--- src/rtl/freq_gate_counter_pkg.sv ---
// Shared definitions for the gated frequency meter: default widths,
// control FSM encoding and the largest value representable in BCD.
package freq_gate_counter_pkg;

  localparam int CNT_W_DEF       = 27;
  localparam int DIGITS_DEF      = 8;
  localparam int SYNC_STAGES_DEF = 2;

  typedef enum logic [1:0] {
    ST_ARM   = 2'd0,  // waiting for the gate to be seen low after reset
    ST_READY = 2'd1,  // gate low, waiting for the next window to open
    ST_COUNT = 2'd2   // window open, counting signal rising edges
  } state_e;

  // Largest value that fits in the given number of BCD digits (10^digits - 1).
  function automatic longint unsigned bcd_max(input int digits);
    longint unsigned v;
    v = 64'd1;
    for (int i = 0; i < digits; i++) begin
      v = v * 64'd10;
    end
    return v - 64'd1;
  endfunction

  localparam longint unsigned BCD_MAX_DEF = bcd_max(DIGITS_DEF);

endpackage

--- src/rtl/bin2bcd_seq.sv ---
// Sequential binary-to-packed-BCD converter (shift-and-add-3), one input bit
// per clock. A start while busy aborts the running conversion and reloads.
module bin2bcd_seq
  import freq_gate_counter_pkg::*;
#(
  parameter int CNT_W  = CNT_W_DEF,
  parameter int DIGITS = DIGITS_DEF
) (
  input  logic                  sysclk,
  input  logic                  reset,
  input  logic                  start,
  input  logic [CNT_W-1:0]      bin,
  output logic [4*DIGITS-1:0]   bcd,
  output logic                  done,
  output logic                  busy
);

  localparam int STEP_W = $clog2(CNT_W + 1);
  localparam int WORK_W = 4 * DIGITS + CNT_W;

  logic [CNT_W-1:0]    bin_sh;
  logic [4*DIGITS-1:0] bcd_work;
  logic [STEP_W-1:0]   step_q;
  logic                busy_q;

  logic [4*DIGITS-1:0] bcd_adj;
  logic [WORK_W-1:0]   shifted;
  logic [4*DIGITS-1:0] bcd_next;
  logic [CNT_W-1:0]    bin_next;
  logic                last_step;

  // One double-dabble iteration: correct each digit >= 5, then shift the
  // combined {bcd, bin} register left by one.
  always_comb begin
    // NOTE: every variable gets a default first so no path leaves it unassigned (no latch).
    bcd_adj = bcd_work;
    for (int d = 0; d < DIGITS; d++) begin
      if (bcd_adj[4*d +: 4] > 4'd4) begin
        bcd_adj[4*d +: 4] = bcd_adj[4*d +: 4] + 4'd3;
      end
    end
    shifted  = {bcd_adj, bin_sh} << 1;
    bcd_next = shifted[WORK_W-1:CNT_W];
    bin_next = shifted[CNT_W-1:0];
  end

  assign last_step = (step_q == STEP_W'(CNT_W - 1));

  // bcd carries the finished result only in the cycle done is high; a
  // simultaneous restart suppresses done so an aborted run never reports.
  assign bcd  = bcd_next;
  assign done = busy_q && last_step && !start;
  assign busy = busy_q;

  // Iteration state: load on start, step while busy, drop busy after the last bit.
  always_ff @(posedge sysclk or negedge reset) begin
    if (!reset) begin
      bin_sh   <= '0;
      bcd_work <= '0;
      step_q   <= '0;
      busy_q   <= 1'b0;
    end else if (start) begin
      bin_sh   <= bin;
      bcd_work <= '0;
      step_q   <= '0;
      busy_q   <= 1'b1;
    end else if (busy_q) begin
      bin_sh   <= bin_next;
      bcd_work <= bcd_next;
      step_q   <= step_q + 1'b1;
      if (last_step) begin
        busy_q <= 1'b0;
      end
    end
  end

endmodule

--- src/rtl/freq_gate_counter.sv ---
// Gated frequency meter: counts synchronized rising edges of sig_in while
// gate_in is high, snapshots the count on gate fall and hands it to the
// BCD converter, clamping to all 9s when the count cannot be shown.
module freq_gate_counter
  import freq_gate_counter_pkg::*;
#(
  parameter int CNT_W       = CNT_W_DEF,
  parameter int DIGITS      = DIGITS_DEF,
  parameter int SYNC_STAGES = SYNC_STAGES_DEF
) (
  input  logic                sysclk,
  input  logic                reset,
  input  logic                gate_in,
  input  logic                sig_in,
  output logic [CNT_W-1:0]    freq_bin,
  output logic [4*DIGITS-1:0] freq_bcd,
  output logic                overflow,
  output logic                valid,
  output logic                busy
);

  localparam longint unsigned BCD_MAX = bcd_max(DIGITS);

  logic [SYNC_STAGES-1:0] gate_sync, sig_sync, primed_sr;
  logic                   gate_d, sig_d;
  logic                   gate_s, sig_s, primed;
  logic                   gate_rise, gate_fall, sig_rise;

  state_e                 state_q, state_d;
  logic                   load, snap;

  logic [CNT_W-1:0]       cnt_q;
  logic                   sat_q;
  logic                   clamp_q;

  logic [4*DIGITS-1:0]    conv_bcd;
  logic                   conv_done;

  // Synchronizers and edge-detect flops; primed_sr marks when the sync chain
  // holds real post-reset samples so ARM cannot mistake reset zeros for a closed gate.
  always_ff @(posedge sysclk or negedge reset) begin
    if (!reset) begin
      gate_sync <= '0;
      sig_sync  <= '0;
      primed_sr <= '0;
      gate_d    <= 1'b0;
      sig_d     <= 1'b0;
    end else begin
      // NOTE: non-blocking assignments let every stage sample the old value of the previous one.
      gate_sync <= {gate_sync[SYNC_STAGES-2:0], gate_in};
      sig_sync  <= {sig_sync[SYNC_STAGES-2:0], sig_in};
      primed_sr <= {primed_sr[SYNC_STAGES-2:0], 1'b1};
      gate_d    <= gate_s;
      sig_d     <= sig_s;
    end
  end

  assign gate_s    = gate_sync[SYNC_STAGES-1];
  assign sig_s     = sig_sync[SYNC_STAGES-1];
  assign primed    = primed_sr[SYNC_STAGES-1];
  assign gate_rise = gate_s & ~gate_d;
  assign gate_fall = ~gate_s & gate_d;
  assign sig_rise  = sig_s & ~sig_d;

  // Control FSM state register.
  always_ff @(posedge sysclk or negedge reset) begin
    if (!reset) begin
      state_q <= ST_ARM;
    end else begin
      state_q <= state_d;
    end
  end

  // Next-state and window control: open on gate rise, snapshot on gate fall.
  always_comb begin
    state_d = state_q;
    load    = 1'b0;
    snap    = 1'b0;
    case (state_q)
      ST_ARM: begin
        if (primed && !gate_s) begin
          state_d = ST_READY;
        end
      end
      ST_READY: begin
        if (gate_rise) begin
          state_d = ST_COUNT;
          load    = 1'b1;
        end
      end
      ST_COUNT: begin
        if (gate_fall) begin
          state_d = ST_READY;
          snap    = 1'b1;
        end
      end
      default: state_d = ST_ARM;
    endcase
  end

  // Edge counter with sticky saturation; an edge on the fall cycle is ignored.
  always_ff @(posedge sysclk or negedge reset) begin
    if (!reset) begin
      cnt_q <= '0;
      sat_q <= 1'b0;
    end else if (load) begin
      cnt_q <= sig_rise ? CNT_W'(1) : '0;
      sat_q <= 1'b0;
    end else if (state_q == ST_COUNT && !gate_fall && sig_rise) begin
      if (&cnt_q) begin
        sat_q <= 1'b1;
      end else begin
        cnt_q <= cnt_q + 1'b1;
      end
    end
  end

  // Snapshot of the finished window and whether its BCD form must be clamped.
  always_ff @(posedge sysclk or negedge reset) begin
    if (!reset) begin
      freq_bin <= '0;
      clamp_q  <= 1'b0;
    end else if (snap) begin
      freq_bin <= cnt_q;
      clamp_q  <= sat_q || (64'(cnt_q) > BCD_MAX);
    end
  end

  bin2bcd_seq #(
    .CNT_W  (CNT_W),
    .DIGITS (DIGITS)
  ) u_bin2bcd (
    .sysclk (sysclk),
    .reset  (reset),
    .start  (snap),
    .bin    (cnt_q),
    .bcd    (conv_bcd),
    .done   (conv_done),
    .busy   (busy)
  );

  // Result register: updated and flagged valid only when a conversion completes.
  always_ff @(posedge sysclk or negedge reset) begin
    if (!reset) begin
      freq_bcd <= '0;
      overflow <= 1'b0;
      valid    <= 1'b0;
    end else begin
      valid <= conv_done;
      if (conv_done) begin
        freq_bcd <= clamp_q ? {DIGITS{4'h9}} : conv_bcd;
        overflow <= clamp_q;
      end
    end
  end

endmodule

--- config.mk ---
export PLATFORM = sky130hd
export DESIGN_NAME = freq_gate_counter
export DESIGN_NICKNAME = d
export VERILOG_FILES = /design/src/rtl/freq_gate_counter_pkg.sv /design/src/rtl/bin2bcd_seq.sv /design/src/rtl/freq_gate_counter.sv
export SDC_FILE = /design/constraint.sdc
export NUM_CORES = 1
export LEC_CHECK = 0
export ABC_AREA = 0
export CAP_MARGIN = 15
export CORE_ASPECT_RATIO = 1.2
export CORE_MARGIN = 2
export CORE_UTILIZATION = 50
export DETAILED_ROUTE_END_ITERATION = 12
export GPL_ROUTABILITY_DRIVEN = 0
export GPL_TIMING_DRIVEN = 0
export HOLD_SLACK_MARGIN = 0.03
export PLACE_DENSITY = 0.78
export SYNTH_ARGS = -nofsm -noshare
export SYNTH_HDL_FRONTEND = slang
export SYNTH_HIERARCHICAL = 1
export SYNTH_SLANG_ARGS = --single-unit
--- constraint.sdc ---
create_clock -name sysclk -period 2.67 [get_ports sysclk]
set_input_delay 0.267 -clock sysclk [delete_from_list [all_inputs] [get_ports sysclk]]
set_output_delay 0.267 -clock sysclk [all_outputs]
set_load 0.005 [all_outputs]
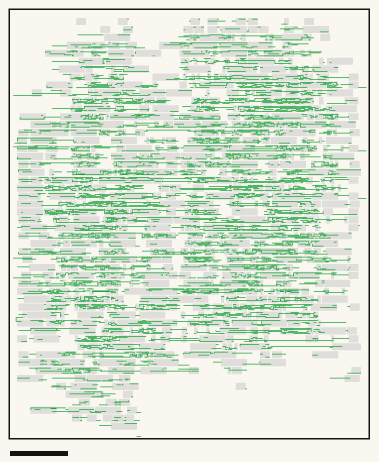
*Metal 1*
Scale bar: 20 um.
- longest straight run: 27.6 um
- main direction: horizontal
- nets with wire on the layer: 862
- share of all routed wire: 41%
- wire length on this layer: 8140 um

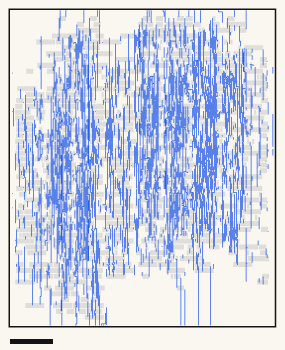
*The metal 2 layer*
Scale bar: 20 um.
- longest straight run: 59.2 um
- wire length on this layer: 10200 um
- nets with wire on the layer: 815
- share of all routed wire: 51%
- main direction: vertical

==> results.txt <==
impl run done, here's what came out: dpl ws -0.646 ns, Sequential Power Share 0.350, met1 usage 0.278, Met3 Wirelength 908 um, warnings from Yosys 6, first-pass GRT wire length about 33000 um, final setup margin around 0.26 ns, Slew @ Worst Pin between 0.8 and 0.9 ns, P&R area growth vs syn 18.3%, crit path time final between 2 and 2.5 ns, fa+ha+maj area frac 0.0280, Cells after Synth between 800 and 900, CP endpoint freq_bcd[30], DR iter-0 viols between 500 and 600, final setup fails 0, hold-fix buffers at CTS 1, run status finished, final reports clean, Vias/cell roughly 5.8, chip area between 0.015 and 0.02 sq mm, CTS clock-pin slew for the worst setup and hold paths approximately 0.07 ns, # diodes 0, MUX area fraction 0.0888, slowest stage delay, CP about 0.42 ns, share of cells above drive strength 1 0.134, Top-area cell share 0.486, clk_skew between 0.009 and 0.01 ns, CTS tree built, required time of the critical path slightly below 3 ns, yosys xor share 0.0248, Distinct lib cells used ~65, worst-path maximum fanout 19, die width roughly 120 um, critical-path cell list nand2b_1 > nor2_1 > buf_4 > buf_6 > buf_4 > nor3_2 > buf_2 > buf_2 > nand3b_1 > o21ai_0, Port Buffers roughly 65, clk buf depth 2, comb area leader simple AND/OR/NAND/NOR gates, FF-to-FF path depth 10, Reg-to-Reg End freq_bcd[30], max cap viols 0, met2 WL about 10000 um, # DRC 0, Syn Nets just under 900, worst skew pair latency about 0.44 ns, HP Start sig_in, drt wl/cell ~17 um, Post-synth EDFFs 0, TritonCTS Buffers 17, Final Net Count between 900 and 1000
state kept, by name, indices dropped and copies added, names as in the netlist, 2 cells and up:
register,flops
u_bin2bcd/bin_sh,27
state_q,2
primed_sr,2
freq_bcd,32
u_bin2bcd/step_q,5
u_bin2bcd/bcd_work,32
freq_bin,27
sig_sync,2
gate_sync,2
cnt_q,27
metrics by stage:
stage          hold WS (ns)  instances  TNS, ns
2_1_floorplan       -0.0286        842        0
3_3_place_gp          0.334       1123  -914.94
3_5_place_dp          0.190       1124   -18.12
4_1_cts               0.258       1156        0
5_1_grt               0.265       1156        0
6_report              0.266       1156        0
final cells by class:
class                   count  area, sq um
well taps                 216          270
clock buffers              18          439
fillers                  1425         6670
flip-flops and latches    165         4130
clock inverters            14          143
repair buffers             67          693
plain buffers              53          288
multi-input cells         585         3940
inverters                  38          143
Power and IR drop assume default switching activity.
